[src/rtl/dcim_pkg.sv]
// Shared definitions for the DCIM macro and its host-side sequencer:
// default datapath widths, command opcodes and the sequencer state encoding.
package dcim_pkg;

    localparam int INPUT_WIDTH = 144;
    localparam int WEIGHT_BITS = 12;
    localparam int ACC_WIDTH   = 51;

    localparam logic CMD_LOAD_W = 1'b0;
    localparam logic CMD_RUN    = 1'b1;

    typedef enum logic [2:0] {
        ST_IDLE,
        ST_LOAD,
        ST_START,
        ST_WAIT,
        ST_RESULT
    } host_state_e;

endpackage

[src/rtl/dcim_timeout_cnt.sv]
// Clear/enable cycle counter used to bound the wait for op_done.
// expire is high on an enabled cycle in which the count sits at
// TIMEOUT_CYCLES-1, i.e. on the TIMEOUT_CYCLES-th enabled cycle after clear.
module dcim_timeout_cnt #(
    parameter int TIMEOUT_CYCLES = 4096
) (
    input  logic clk,
    input  logic rst_n,
    input  logic clr,
    input  logic en,
    output logic expire
);

    localparam int CW = (TIMEOUT_CYCLES > 1) ? $clog2(TIMEOUT_CYCLES) : 1;
    localparam logic [CW-1:0] LAST = CW'(TIMEOUT_CYCLES - 1);

    logic [CW-1:0] cnt;

    // Count enabled cycles; clear has priority over enable.
    always_ff @(posedge clk or negedge rst_n) begin
        if (!rst_n) begin
            cnt <= '0;
        end else if (clr) begin
            cnt <= '0;
        end else if (en && cnt != LAST) begin
            cnt <= cnt + CW'(1);
        end
    end

    // Expiry flag, only meaningful while the count is enabled.
    always_comb begin
        expire = en && (cnt == LAST);
    end

endmodule

[src/rtl/dcim_host_ctrl.sv]
// Host-side sequencer for the DCIM macro: turns LOAD_W commands plus a
// weight stream into we/wa/d_in write cycles, and RUN commands into a
// start_op pulse, a bounded wait for op_done and a valid/ready result.
// Every output is a register loaded from the next-state logic.
module dcim_host_ctrl #(
    parameter int INPUT_WIDTH    = dcim_pkg::INPUT_WIDTH,
    parameter int WEIGHT_BITS    = dcim_pkg::WEIGHT_BITS,
    parameter int ACC_WIDTH      = dcim_pkg::ACC_WIDTH,
    parameter int NUM_WEIGHTS    = 144,
    parameter int ADDR_BITS      = 8,
    parameter int TIMEOUT_CYCLES = 4096
) (
    input  logic                   clk,
    input  logic                   rst_n,
    input  logic                   cmd_valid,
    output logic                   cmd_ready,
    input  logic                   cmd_op,
    input  logic                   cmd_wwidth,
    input  logic                   cmd_inwidth,
    input  logic [INPUT_WIDTH-1:0] cmd_xin,
    input  logic                   w_valid,
    output logic                   w_ready,
    input  logic [WEIGHT_BITS-1:0] w_data,
    output logic                   res_valid,
    input  logic                   res_ready,
    output logic [ACC_WIDTH-1:0]   res_data,
    output logic                   res_timeout,
    output logic                   start_op,
    output logic                   wwidth,
    output logic                   inwidth,
    output logic                   we,
    output logic [ADDR_BITS-1:0]   wa,
    output logic [WEIGHT_BITS-1:0] d_in,
    output logic [INPUT_WIDTH-1:0] xin,
    input  logic [ACC_WIDTH-1:0]   nout,
    input  logic                   op_done
);

    import dcim_pkg::*;

    localparam logic [ADDR_BITS-1:0] LAST_IDX = ADDR_BITS'(NUM_WEIGHTS - 1);

    host_state_e state_q, state_d;
    logic [ADDR_BITS-1:0]   widx_q, widx_d;
    logic                   we_d;
    logic [ADDR_BITS-1:0]   wa_d;
    logic [WEIGHT_BITS-1:0] d_in_d;
    logic [INPUT_WIDTH-1:0] xin_d;
    logic                   wwidth_d, inwidth_d;
    logic [ACC_WIDTH-1:0]   res_data_d;
    logic                   res_timeout_d;
    logic                   tmr_clr, tmr_en, tmr_expire;

    dcim_timeout_cnt #(
        .TIMEOUT_CYCLES(TIMEOUT_CYCLES)
    ) u_timeout (
        .clk   (clk),
        .rst_n (rst_n),
        .clr   (tmr_clr),
        .en    (tmr_en),
        .expire(tmr_expire)
    );

    // Next-state and next-output logic; handshake flags come from the
    // registered ready/valid outputs so they always match what the peer sees.
    always_comb begin
        state_d       = state_q;
        widx_d        = widx_q;
        we_d          = 1'b0;
        wa_d          = wa;
        d_in_d        = d_in;
        xin_d         = xin;
        wwidth_d      = wwidth;
        inwidth_d     = inwidth;
        res_data_d    = res_data;
        res_timeout_d = res_timeout;
        tmr_clr       = 1'b0;
        tmr_en        = 1'b0;
        unique case (state_q)
            ST_IDLE: begin
                if (cmd_valid && cmd_ready) begin
                    if (cmd_op == CMD_LOAD_W) begin
                        widx_d  = '0;
                        state_d = ST_LOAD;
                    end else begin
                        xin_d     = cmd_xin;
                        wwidth_d  = cmd_wwidth;
                        inwidth_d = cmd_inwidth;
                        state_d   = ST_START;
                    end
                end
            end
            ST_LOAD: begin
                if (w_valid && w_ready) begin
                    we_d   = 1'b1;
                    wa_d   = widx_q;
                    d_in_d = w_data;
                    widx_d = widx_q + ADDR_BITS'(1);
                    if (widx_q == LAST_IDX) begin
                        state_d = ST_IDLE;
                    end
                end
            end
            ST_START: begin
                tmr_clr = 1'b1;
                state_d = ST_WAIT;
            end
            ST_WAIT: begin
                tmr_en = 1'b1;
                if (op_done) begin
                    res_data_d    = nout;
                    res_timeout_d = 1'b0;
                    state_d       = ST_RESULT;
                end else if (tmr_expire) begin
                    res_data_d    = '0;
                    res_timeout_d = 1'b1;
                    state_d       = ST_RESULT;
                end
            end
            ST_RESULT: begin
                if (res_valid && res_ready) begin
                    state_d = ST_IDLE;
                end
            end
            default: state_d = ST_IDLE;
        endcase
    end

    // State, counters and all registered outputs; status outputs are a
    // registered decode of the next state so they line up with the state.
    always_ff @(posedge clk or negedge rst_n) begin
        if (!rst_n) begin
            state_q     <= ST_IDLE;
            widx_q      <= '0;
            cmd_ready   <= 1'b1;
            w_ready     <= 1'b0;
            start_op    <= 1'b0;
            res_valid   <= 1'b0;
            we          <= 1'b0;
            wa          <= '0;
            d_in        <= '0;
            xin         <= '0;
            wwidth      <= 1'b0;
            inwidth     <= 1'b0;
            res_data    <= '0;
            res_timeout <= 1'b0;
        end else begin
            state_q     <= state_d;
            widx_q      <= widx_d;
            cmd_ready   <= (state_d == ST_IDLE);
            w_ready     <= (state_d == ST_LOAD);
            start_op    <= (state_d == ST_START);
            res_valid   <= (state_d == ST_RESULT);
            we          <= we_d;
            wa          <= wa_d;
            d_in        <= d_in_d;
            xin         <= xin_d;
            wwidth      <= wwidth_d;
            inwidth     <= inwidth_d;
            res_data    <= res_data_d;
            res_timeout <= res_timeout_d;
        end
    end

endmodule

[config.mk]
export PLATFORM = sky130hd
export DESIGN_NAME = dcim_host_ctrl
export DESIGN_NICKNAME = d
export VERILOG_FILES = /design/src/rtl/dcim_pkg.sv /design/src/rtl/dcim_timeout_cnt.sv /design/src/rtl/dcim_host_ctrl.sv
export SDC_FILE = /design/constraint.sdc
export NUM_CORES = 1
export LEC_CHECK = 0
export CORE_AREA = 2 2 169 171
export DETAILED_ROUTE_END_ITERATION = 10
export DIE_AREA = 0 0 171 173
export PLACE_DENSITY = 0.7
export SLEW_MARGIN = 15
export SYNTH_ARGS = -nofsm -noshare
export SYNTH_HDL_FRONTEND = slang
export SYNTH_SLANG_ARGS = --single-unit
[constraint.sdc]
create_clock -name clk -period 2.4 [get_ports clk]
set_input_delay 0.36 -clock clk [delete_from_list [all_inputs] [get_ports clk]]
set_output_delay 0.36 -clock clk [all_outputs]
set_load 0.01 [all_outputs]
### Signal wires on met3

Drawn at 3 px/um.
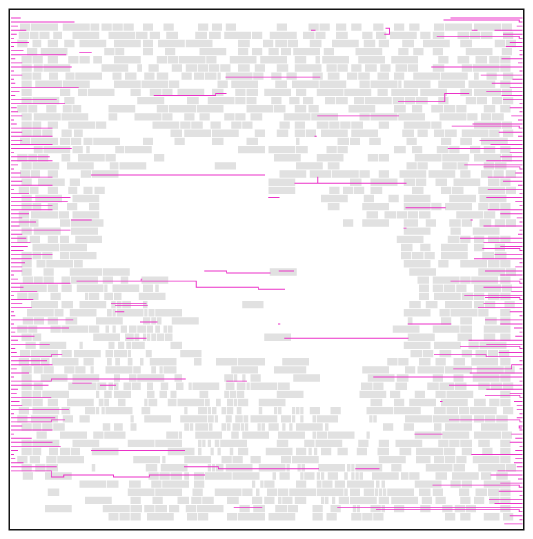
longest straight run = 61.4 um
share of all routed wire = 9.6%
main direction = horizontal

### Pin map

Drawn at 2 px/um. Pins as bars across the die edge, other pins in grey.
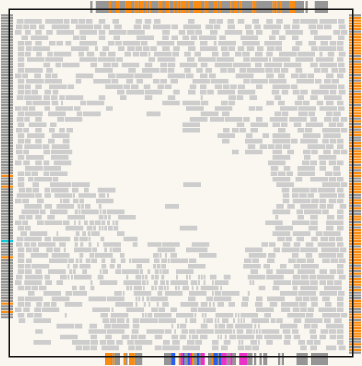
w_data -> magenta  # pins 12, direction input, edge south
cmd_xin -> orange  # pins 144, direction input, edge 85 east, 43 north, 11 south, 5 west
wa -> blue  # pins 8, direction output, edge south
cmd_op -> cyan  # pins 1, direction input, edge west

==> qor.csv <==
metric,value,unit
drive_above_1_share,0.165,
grt_pass1_wl,41300,um
place_ws,0.103,ns
synthCells,656,
combPwrFrac,0.405,
cts.sinks,246,
dp.cells,1453,
whs,0.365,ns
avgSynthCellArea,14.4,sq um
p_clk_frac,0.222,
p_total,18.8,mW
end_kind,flop,
ctsHtreeMaxLevel,1,
synth_async_sr_flop_share,1.00,
slew_viol_final,0,
lay_top_cells,"clkdlybuf4s50_1 (437), dfrtp_1 (245), mux2_2 (116)",
required,2.80,ns
comb_area,3020,sq um
p_leak,6.51,nW
tool_warnings,26,
r2r_slack,0.30,ns
status,finished clean,
hpwlAfterDp,20200,um
totalWireLength,27700,um
final_core_util,0.550,
route.met3.wl,2660,um
dieWidth,171,um
post_drt_wl_per_cell,18.4,um
cts_buffer_depth,3,
### Clock nets

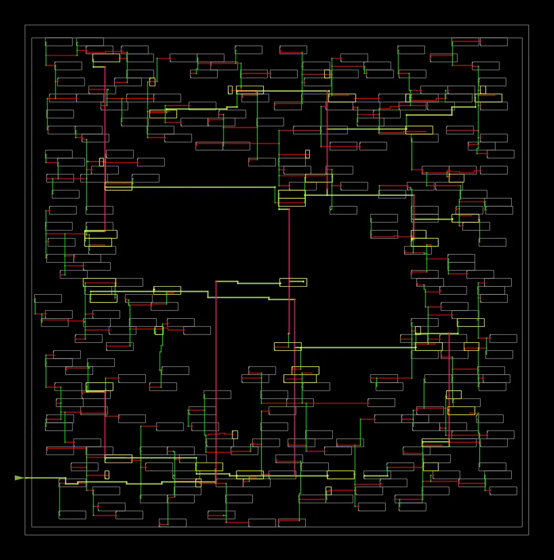
clk pwr: 4.17 mW
Worst Skew: 0.00947 ns
cts bufs inserted: 26
flip-flops: 246
CLK BUF: 37

[synth_stat cells (4+ instances only)]
cell	count	area, sq um
o21ai_0	5	25.0
or4_1	4	30.0
nor3_1	8	40.0
o31ai_1	5	37.5
nand2_1	75	282
a21oi_1	8	40.0
buf_6	12	135
nand3_1	7	35.0
nor2_1	11	41.3
dfrtp_1	245	6130
xnor2_1	6	52.6
mux2_2	116	1310
mux2_1	31	349
a22o_1	51	447
inv_1	7	26.3
clkbuf_1	17	63.8
[power by group through the flow]
stage,logic (mW),registers [mW],clock network [mW]
2_1_floorplan,2.15,7.81,0
3_3_place_gp,7.59,7.03,0
3_5_place_dp,7.72,7.05,0
4_1_cts,7.74,7.02,4.30
5_1_grt,8.09,7.24,4.47
6_report,7.61,7.01,4.17
[logic make-up (layout without fill, tap and decap cells)]
kind of cell / Yosys count / in the layout / share of synthesized area
compound gates: 79 / 79 / 0.0665
xor+xnor: 6 / 6 / 0.00558
fa+ha+maj: 2 / 2 / 0.00266
buf+inv: 43 / 511 / 0.0275
flops: 246 / 246 / 0.654
mux: 150 / 150 / 0.179
simple gates: 130 / 130 / 0.0652
[flip-flops by register name, indices dropped and copies added, names as in the netlist, 3 cells and up]
signal         count
xin              144
res_data          51
d_in              12
u_timeout.cnt     12
wa                 8
widx_q             8
state_q            3
[repair_timing]
action	in CTS	in global routing
hold buffers	1	0
hold endpoints to repair	61	0
setup endpoints to repair	0	0
[how the worst min path moves through the flow]
stage	slack (ns)	cells after the start	end	start
floorplan	0.06	0	d_in[0]	rst_n
global placement	0.37	1	xin[121]	rst_n
detailed placement	0.37	1	xin[120]	rst_n
CTS	0.33	3	d_in[5]	w_data[5]
global route	0.35	3	d_in[9]	w_data[9]
finish	0.37	3	d_in[11]	w_data[11]
No activity file was given, so power comes from the tool's default toggle rates.
